**config.mk**
```make
export PLATFORM = sky130hd
export DESIGN_NAME = wramp_serial_tx
export DESIGN_NICKNAME = d
export VERILOG_FILES = /design/src/rtl/wramp_serial_tx.sv
export SDC_FILE = /design/constraint.sdc
export NUM_CORES = 1
export LEC_CHECK = 0
export CORE_AREA = 2 2 109 85
export CTS_CLUSTER_SIZE = 16
export DETAILED_ROUTE_END_ITERATION = 7
export DIE_AREA = 0 0 111 87
export GPL_TIMING_DRIVEN = 0
export PLACE_DENSITY_LB_ADDON = 0.15
export SKIP_CTS_REPAIR_TIMING = 1
export SLEW_MARGIN = 20
export SYNTH_ARGS = -nofsm -noshare
export SYNTH_HDL_FRONTEND = slang
export SYNTH_SLANG_ARGS = --single-unit
```
**constraint.sdc**
```tcl
create_clock -name clk -period 4.6 [get_ports clk]
set_input_delay 0.92 -clock clk [delete_from_list [all_inputs] [get_ports clk]]
set_output_delay 0.92 -clock clk [all_outputs]
set_load 0.01 [all_outputs]
```
**src/rtl/wramp_serial_tx.sv**
```systemverilog
// wramp_serial_tx: memory-mapped 8N1 serial transmitter with a small TX FIFO.
// Revision 1.0
`default_nettype none

module wramp_serial_tx #(
  parameter logic [19:0] BASE_ADDR  = 20'h70000,
  parameter int          FIFO_DEPTH = 4,
  parameter logic [15:0] DIV_RESET  = 16'd16
) (
  input  logic        clk,
  input  logic        rst_sync,
  input  logic [19:0] mem_address,
  input  logic        mem_write_en,
  input  logic [31:0] mem_write_value,
  output logic        dev_sel,
  output logic [31:0] dev_read_value,
  output logic        tx_out,
  output logic        irq
);

  localparam int               PTR_W   = (FIFO_DEPTH > 1) ? $clog2(FIFO_DEPTH) : 1;
  localparam logic [PTR_W:0]   DEPTH_C = (PTR_W+1)'(FIFO_DEPTH);
  localparam logic [PTR_W-1:0] PTR_ONE = {{(PTR_W-1){1'b0}}, 1'b1};
  localparam logic [PTR_W:0]   CNT_ONE = {{PTR_W{1'b0}}, 1'b1};

  localparam logic [1:0] S_IDLE  = 2'd0;
  localparam logic [1:0] S_START = 2'd1;
  localparam logic [1:0] S_DATA  = 2'd2;
  localparam logic [1:0] S_STOP  = 2'd3;

  logic [19:0] offset;
  logic [1:0]  reg_off;
  logic        wr;
  logic        push_req;
  logic        push;
  logic        pop;
  logic        full;
  logic        empty;
  logic        busy;

  logic [7:0]       fifo_mem [FIFO_DEPTH];
  logic [PTR_W-1:0] wr_ptr;
  logic [PTR_W-1:0] rd_ptr;
  logic [PTR_W:0]   count;

  logic [15:0] divisor;
  logic        enable;
  logic        irq_en;
  logic        overflow;

  logic [1:0]  state;
  logic [1:0]  state_nxt;
  logic [15:0] div_cnt;
  logic [15:0] div_nxt;
  logic [2:0]  bit_cnt;
  logic [2:0]  bit_nxt;
  logic [7:0]  shreg;
  logic [7:0]  shreg_nxt;
  logic [15:0] reload;
  logic        bit_end;
  logic        tx_d;
  logic        irq_d;

  // Upper write-data bits have no register behind them.
  logic unused_bits;
  assign unused_bits = ^mem_write_value[31:16];

  // Offset compare keeps the window test to one subtract.
  assign offset   = mem_address - BASE_ADDR;
  assign dev_sel  = (offset[19:2] == 18'd0);
  assign reg_off  = offset[1:0];
  assign wr       = mem_write_en && dev_sel;
  assign push_req = wr && (reg_off == 2'd0);

  assign full    = (count == DEPTH_C);
  assign empty   = (count == '0);
  assign busy    = (state != S_IDLE);
  assign reload  = (divisor == 16'd0) ? 16'd0 : (divisor - 16'd1);
  assign bit_end = (div_cnt == 16'd0);

  assign pop  = enable && !empty &&
                ((state == S_IDLE) || ((state == S_STOP) && bit_end));
  assign push = push_req && (!full || pop);

  always_ff @(posedge clk) begin
    if (rst_sync) begin
      wr_ptr <= '0;
      rd_ptr <= '0;
      count  <= '0;
    end else begin
      if (push) begin
        fifo_mem[wr_ptr] <= mem_write_value[7:0];
        wr_ptr           <= wr_ptr + PTR_ONE;
      end
      if (pop) begin
        rd_ptr <= rd_ptr + PTR_ONE;
      end
      case ({push, pop})
        2'b10:   count <= count + CNT_ONE;
        2'b01:   count <= count - CNT_ONE;
        default: count <= count;
      endcase
    end
  end

  always_ff @(posedge clk) begin
    if (rst_sync) begin
      divisor  <= DIV_RESET;
      enable   <= 1'b0;
      irq_en   <= 1'b0;
      overflow <= 1'b0;
    end else begin
      if (push_req && full && !pop) begin
        overflow <= 1'b1;
      end else if (wr && (reg_off == 2'd1) && mem_write_value[3]) begin
        overflow <= 1'b0;
      end
      if (wr && (reg_off == 2'd2)) begin
        divisor <= mem_write_value[15:0];
      end
      if (wr && (reg_off == 2'd3)) begin
        enable <= mem_write_value[0];
        irq_en <= mem_write_value[1];
      end
    end
  end

  // State register
  always_ff @(posedge clk) begin
    if (rst_sync) begin
      state   <= S_IDLE;
      div_cnt <= 16'd0;
      bit_cnt <= 3'd0;
      shreg   <= 8'd0;
      tx_out  <= 1'b1;
      irq     <= 1'b0;
    end else begin
      state   <= state_nxt;
      div_cnt <= div_nxt;
      bit_cnt <= bit_nxt;
      shreg   <= shreg_nxt;
      tx_out  <= tx_d;
      irq     <= irq_d;
    end
  end

  // Next-state and datapath
  always_comb begin
    state_nxt = state;
    div_nxt   = div_cnt;
    bit_nxt   = bit_cnt;
    shreg_nxt = shreg;
    if (pop) begin
      state_nxt = S_START;
      div_nxt   = reload;
      bit_nxt   = 3'd0;
      shreg_nxt = fifo_mem[rd_ptr];
    end else if (state != S_IDLE) begin
      if (bit_end) begin
        div_nxt = reload;
        case (state)
          S_START: state_nxt = S_DATA;
          S_DATA: begin
            shreg_nxt = {1'b0, shreg[7:1]};
            bit_nxt   = bit_cnt + 3'd1;
            if (bit_cnt == 3'd7) begin
              state_nxt = S_STOP;
            end
          end
          default: state_nxt = S_IDLE;
        endcase
      end else begin
        div_nxt = div_cnt - 16'd1;
      end
    end
  end

  // Outputs: tx is registered from the next-state view so the line is glitch-free.
  always_comb begin
    tx_d = 1'b1;
    case (state_nxt)
      S_START: tx_d = 1'b0;
      S_DATA:  tx_d = shreg_nxt[0];
      default: tx_d = 1'b1;
    endcase
    irq_d = irq_en && empty && (state == S_IDLE);
  end

  always_comb begin
    dev_read_value = 32'd0;
    if (dev_sel) begin
      case (reg_off)
        2'd1:    dev_read_value = {28'd0, overflow, empty, busy, !full};
        2'd2:    dev_read_value = {16'd0, divisor};
        2'd3:    dev_read_value = {30'd0, irq_en, enable};
        default: dev_read_value = 32'd0;
      endcase
    end
  end

endmodule

`default_nettype wire

```
==> job_summary.md, run 1 <==
## Synthesis and layout report

| Metric | Value |
|---|---|
| Logic share of the area | `0.411` |
| EDFF count, synth | `32` |
| Status | `completed` |
| FP Core Util | `0.550` |
| Main logic family | `simple AND/OR/NAND/NOR gates` |
| Setup TNS | `0 ps` |
| Global Route Usage Sum | `0.254` |
| Hold Crit Start | `irq_en$_SDFFE_PP0P_` |
| Setup WS pre-CTS | `~120 ps` |
| Yosys xor share | `0.0294` |
| GR Layer Usage met1 | `0.344` |
| Crit-path most repeated cell | `clkdlybuf4s50_1` |
| Yosys simple share | `0.236` |
| Power density cells | `about 290 nW/um^2` |
| Pwr Total | `roughly 1.7 mW` |
| CP max-delay cell | `or4_1` |
| I/O Buffers | `around 55` |
| FILL cells | `roughly 700` |
| Fa+ha+maj area frac | `0.0357` |
| Chip area | `approximately 9700 sq um` |
| Path depth of the worst reg2reg path | `7` |
| # Cells Yosys | `between 500 and 600` |
| OpenROAD warnings | `48` |
| Register Area | `2140 sq um` |
| Comb. pwr | `~0.073 mW` |
| H-tree levels | `3` |
| NonClk Buf Share | `0.133` |
| Mapped Area | `~4800 sq um` |
| Pins Over Slew Limit | `0` |
==> run_1/met1.png <==
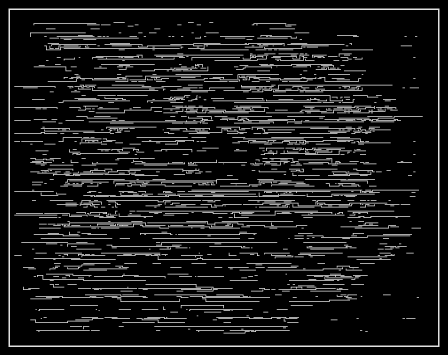
share of all routed wire: 46%
wire length on this layer: 5,440 microns
longest straight run: 44.2 microns
main direction: horizontal

==> run_1/met2.png <==
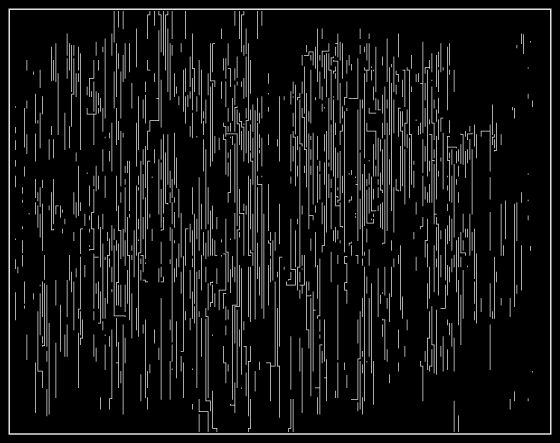
main direction: vertical
wire length on this layer: 5,100 microns
nets with wire on the layer: 525
longest straight run: 42.8 microns
share of all routed wire: 43%

==> run_1/met3.png <==
The bar under the picture is 20 microns long.
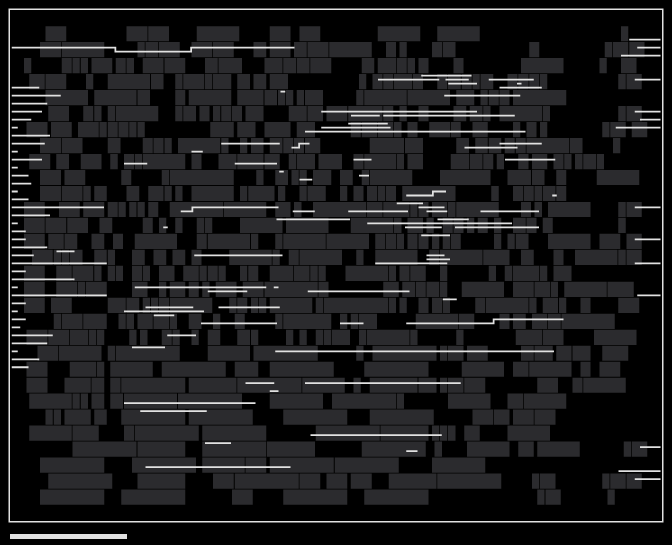
longest straight run: 47.1 microns
wire length on this layer: 952 microns
nets with wire on the layer: 100
main direction: horizontal
share of all routed wire: 8.1%
DRT Wirelength: 11,700 microns
global routing met3 resource utilization: 0.0696
via count: 4,059

==> run_1/met4.png <==
The bar under the picture is 20 microns long.
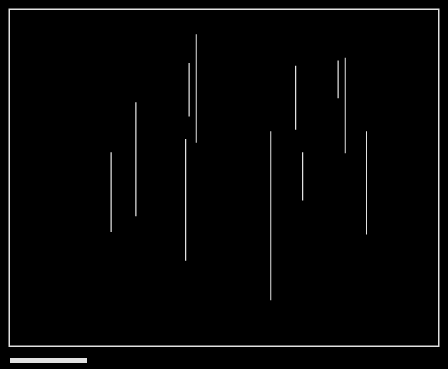
nets with wire on the layer: 7
longest straight run: 43.5 microns
main direction: vertical
share of all routed wire: 2.2%
wire length on this layer: 255 microns

==> inputs of run 2 (changes only) <==
--- a/config.mk
+++ b/config.mk
@@ -11,6 +11,7 @@
 export DIE_AREA = 0 0 111 87
 export GPL_TIMING_DRIVEN = 0
 export PLACE_DENSITY_LB_ADDON = 0.15
+export SETUP_SLACK_MARGIN = 0.15
 export SKIP_CTS_REPAIR_TIMING = 1
 export SLEW_MARGIN = 20
 export SYNTH_ARGS = -nofsm -noshare
==> run_2/met4.png <==
The bar under the picture is 20 microns long.
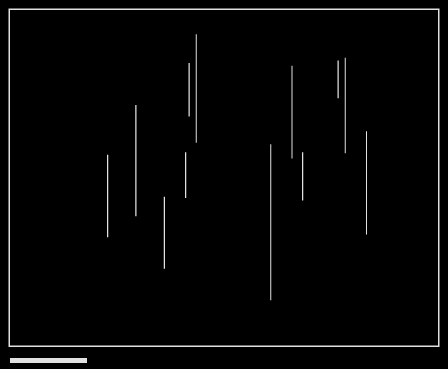
main direction: vertical
longest straight run: 40.1 microns
nets with wire on the layer: 7
wire length on this layer: 258 microns
share of all routed wire: 2.2%
via count: 4,065
DRT Wirelength: 11,800 microns

==> job_summary.md, run 2 <==
## Synthesis and layout report

| Metric | Value |
|---|---|
| OpenROAD warnings | `48` |
| Register Area | `2140 sq um` |
| I/O Buffers | `between 50 and 60` |
| Power density cells | `287 nW/um^2` |
| Yosys xor share | `0.0294` |
| Fa+ha+maj area frac | `0.0357` |
| Yosys simple share | `0.236` |
| Crit-path most repeated cell | `clkdlybuf4s50_1` |
| Chip area | `a little under 10,000 sq um` |
| Global routing met3 resource utilization | `0.0696` |
| Pwr Total | `roughly 1.7 mW` |
| Logic share of the area | `0.412` |
| GR Layer Usage met1 | `0.344` |
| CP max-delay cell | `or4_1` |
| NonClk Buf Share | `0.133` |
| EDFF count, synth | `32` |
| Status | `completed` |
| Pins Over Slew Limit | `0` |
| Mapped Area | `between 4000 and 5000 sq um` |
| Setup TNS | `0 ps` |
==> run_2/met2.png <==
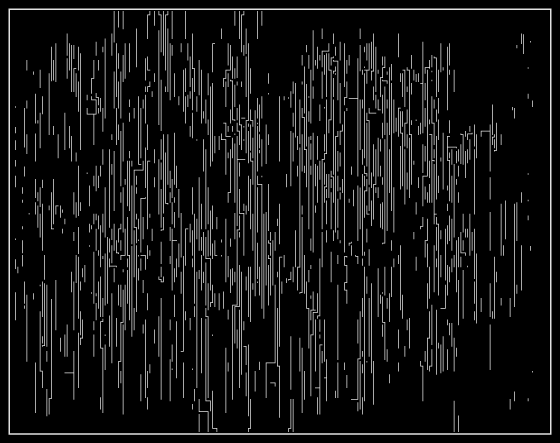
longest straight run: 38.1 microns
wire length on this layer: 5,140 microns
nets with wire on the layer: 528
M2 GR Usage: 0.397

Power figures rest on the tool's default switching activity, not on a simulated workload.
